**Met2 routing**

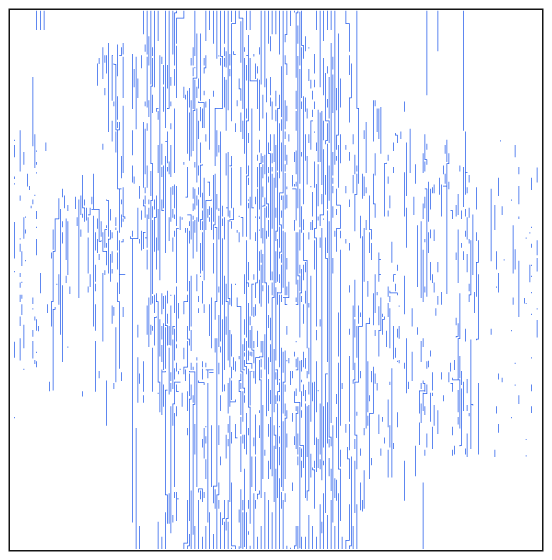
**Signal wires on met4**

Bar = 50 µm.
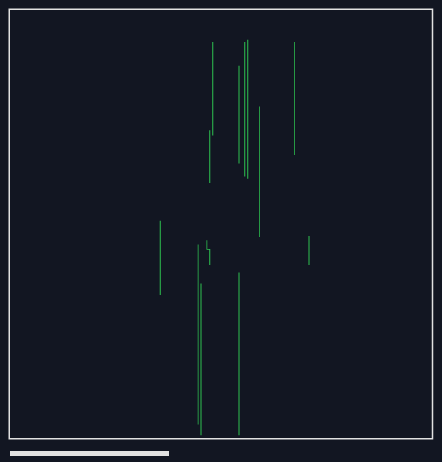
**Clock wiring as the flow saved it**

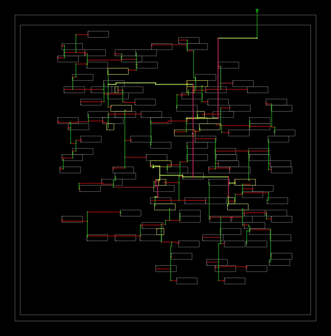
[config.mk]
export PLATFORM = sky130hd
export DESIGN_NAME = ifu_fetch_ctrl
export DESIGN_NICKNAME = d
export VERILOG_FILES = /design/src/rtl/ifu_fetch_ctrl_pkg.sv /design/src/rtl/ifu_fetch_ctrl_stage.sv /design/src/rtl/ifu_fetch_ctrl.sv
export SDC_FILE = /design/constraint.sdc
export NUM_CORES = 1
export LEC_CHECK = 0
export CORE_AREA = 2 2 131 133
export DETAILED_ROUTE_END_ITERATION = 10
export DIE_AREA = 0 0 133 135
export PLACE_DENSITY = 0.76
export SKIP_LAST_GASP = 1
export SLEW_MARGIN = 20
export SYNTH_ARGS = -nofsm -noshare
export SYNTH_HDL_FRONTEND = slang
export SYNTH_HIERARCHICAL = 1
export SYNTH_SLANG_ARGS = --single-unit
[constraint.sdc]
create_clock -name clk -period 9.06 [get_ports clk]
set_clock_uncertainty 0.2 [all_clocks]
set_input_delay 2.718 -clock clk [delete_from_list [all_inputs] [get_ports clk]]
set_output_delay 2.718 -clock clk [all_outputs]
set_load 0.005 [all_outputs]
[src/rtl/ifu_fetch_ctrl_pkg.sv]
// ifu_fetch_ctrl_pkg: fetch-window geometry helpers shared by the fetch front-end
package ifu_fetch_ctrl_pkg;
    function automatic int fw_of(input int p_fw);
        return 1 << p_fw;
    endfunction
    function automatic int stage_w(input int aw, input int p_fw);
        return 1 + aw + p_fw + 1;
    endfunction
    function automatic logic [63:0] align_mask(input int p_insn, input int p_fw);
        return ~((64'd1 << (p_insn + p_fw)) - 64'd1);
    endfunction
endpackage

[src/rtl/ifu_fetch_ctrl_stage.sv]
// ifu_fetch_ctrl_stage: one fetch pipeline stage register with hold-on-stall and synchronous kill
module ifu_fetch_ctrl_stage #(
    parameter int W = 8
) (
    input  logic         clk,
    input  logic         rst,
    input  logic         stall_i,
    input  logic         kill_i,
    input  logic [W-1:0] d_i,
    output logic [W-1:0] q_o
);
    always_ff @(posedge clk or negedge rst) begin
        if (!rst) q_o <= '0;
        else if (kill_i) q_o <= '0;
        else if (!stall_i) q_o <= d_i;
    end
endmodule

[src/rtl/ifu_fetch_ctrl.sv]
// ifu_fetch_ctrl: fetch PC owner, window launcher and stage tracker with IQ credit gating
module ifu_fetch_ctrl
    import ifu_fetch_ctrl_pkg::*;
#(
    parameter int CONFIG_AW = 32,
    parameter int CONFIG_P_FETCH_WIDTH = 2,
    parameter int CONFIG_P_INSN_LEN = 2,
    parameter int CONFIG_N_STAGES = 2,
    parameter int CONFIG_P_IQ_DEPTH = 4,
    parameter logic [CONFIG_AW-1:0] RESET_PC = '0
) (
    input  logic                           clk,
    input  logic                           rst,
    input  logic                           flush,
    input  logic [CONFIG_AW-1:0]           flush_tgt,
    input  logic                           stall,
    output logic                           fe_req,
    output logic [CONFIG_AW-1:0]           fe_vaddr,
    output logic [CONFIG_AW-1:0]           fe_pc,
    input  logic                           bpu_valid,
    input  logic [CONFIG_P_FETCH_WIDTH-1:0] bpu_slot,
    input  logic [CONFIG_AW-1:0]           bpu_tgt,
    output logic                           out_valid,
    output logic [CONFIG_AW-1:0]           out_pc,
    output logic [CONFIG_P_FETCH_WIDTH:0]  out_cnt,
    input  logic [CONFIG_P_IQ_DEPTH:0]     iq_pop_cnt,
    output logic [CONFIG_P_IQ_DEPTH:0]     credit
);
    localparam int FW = fw_of(CONFIG_P_FETCH_WIDTH);
    localparam int PFW = CONFIG_P_FETCH_WIDTH;
    localparam int PIL = CONFIG_P_INSN_LEN;
    localparam int NS = CONFIG_N_STAGES;
    localparam int KW = PFW + 1;
    localparam int CW = CONFIG_P_IQ_DEPTH + 1;
    localparam int SW = stage_w(CONFIG_AW, PFW);
    localparam logic [CONFIG_AW-1:0] ALIGN = CONFIG_AW'(align_mask(PIL, PFW));
    localparam logic [CONFIG_AW-1:0] WIN_BYTES = CONFIG_AW'(FW << PIL);
    localparam logic [CW-1:0] DEPTH = CW'(1 << CONFIG_P_IQ_DEPTH);

    logic [CONFIG_AW-1:0] pc_q, pc_d;
    logic [CW-1:0]        credit_q, credit_d;
    logic [CW+1:0]        credit_sum;
    logic [SW-1:0]        st_q [NS];
    logic [SW-1:0]        st_d [NS];
    logic [SW-1:0]        s1_adv;
    logic [PFW-1:0]       off, s1_off;
    logic                 redirect, consume;

    // stage layout: {valid, pc, cnt}; a redirect trims stage 1's count as it moves on
    always_comb begin
        off = pc_q[PIL +: PFW];
        s1_off = st_q[0][KW + PIL +: PFW];
        redirect = bpu_valid & st_q[0][SW-1] & ~stall & ~flush & (bpu_slot >= s1_off);
        fe_req = rst & ~stall & ~flush & ~redirect & (credit_q >= CW'(FW));
        fe_vaddr = pc_q & ALIGN;
        fe_pc = pc_q;
        s1_adv = redirect ? {st_q[0][SW-1:KW], KW'(bpu_slot - s1_off) + KW'(1)} : st_q[0];
        st_d[0] = fe_req ? {1'b1, pc_q, KW'(FW) - KW'(off)} : '0;
        for (int k = 1; k < NS; k++) st_d[k] = (k == 1) ? s1_adv : st_q[k-1];
        {out_valid, out_pc, out_cnt} = (NS == 1) ? s1_adv : st_q[NS-1];
        consume = out_valid & ~stall;
        credit_sum = (CW+2)'(credit_q) - (fe_req ? (CW+2)'(FW) : '0)
                   + (consume ? (CW+2)'(FW) - (CW+2)'(out_cnt) : '0) + (CW+2)'(iq_pop_cnt);
        credit_d = flush ? DEPTH : credit_sum[CW-1:0];
        pc_d = flush ? flush_tgt : redirect ? bpu_tgt : fe_req ? fe_vaddr + WIN_BYTES : pc_q;
        credit = credit_q;
    end

    always_ff @(posedge clk or negedge rst) begin
        if (!rst) begin
            pc_q <= RESET_PC;
            credit_q <= DEPTH;
        end else begin
            pc_q <= pc_d;
            credit_q <= credit_d;
        end
    end

    // an underflow wraps to a huge unsigned value, so one bound covers both directions
    assert property (@(posedge clk) disable iff (!rst) flush || credit_sum <= (CW+2)'(DEPTH));

    for (genvar i = 0; i < NS; i++) begin : g_stage
        ifu_fetch_ctrl_stage #(.W(SW)) u_stage (
            .clk(clk),
            .rst(rst),
            .stall_i(stall),
            .kill_i(flush),
            .d_i(st_d[i]),
            .q_o(st_q[i])
        );
    end
endmodule

==> results.txt <==
Worst Hold Margin: 0.321 ns
Worst setup EP type: output pin
Synth Area in Adders: 4.35%
max incr delay on CP: 0.56 ns
Biggest consumer: registers
worst r2r path cells: 13
Pwr per Cell Area: 158 nW/µm²
status: finished clean
Post-synth top cells: dfrtp_1 (108), nor2_1 (84), mux2i_1 (73)
Seq area share: 33.3%
vias in the first global route: 5120
gpl congestion: 0.888
FF-to-FF End: credit[4]
RSZ-0062 raised after global routing: no
Largest register FFs: 72
io pins: 182
Top area cell types: dfrtp_1 (43%), mux2i_1 (12%), nor2_1 (5.0%)
CP Launch Type: primary input
VDD IR max: 0.0887 mV
Biggest register: g_stage.u_stage/q_o
CP endpoint: fe_req
largest net degree at the start of global routing: 74
Longest Clk Path Bufs: 2
power of the sequential group: 578 µW
Most common cell on crit path: clkdlybuf4s50_1
combinational fraction of design power: 25.7%
-- 'met2 routing' (at the start) --
main direction	vertical
longest straight run	94.9 µm

-- 'signal wires on met4' (at the start) --
wire length on this layer	433 µm
share of all routed wire	2.4%

-- 'clock wiring as the flow saved it' (at the start) --
CTS Sinks: 109
registers: 109
CTS buffer count: 9
Clock Power: 383 µW
CLK BUF: 10

Power is estimated from default activity; no workload was simulated.
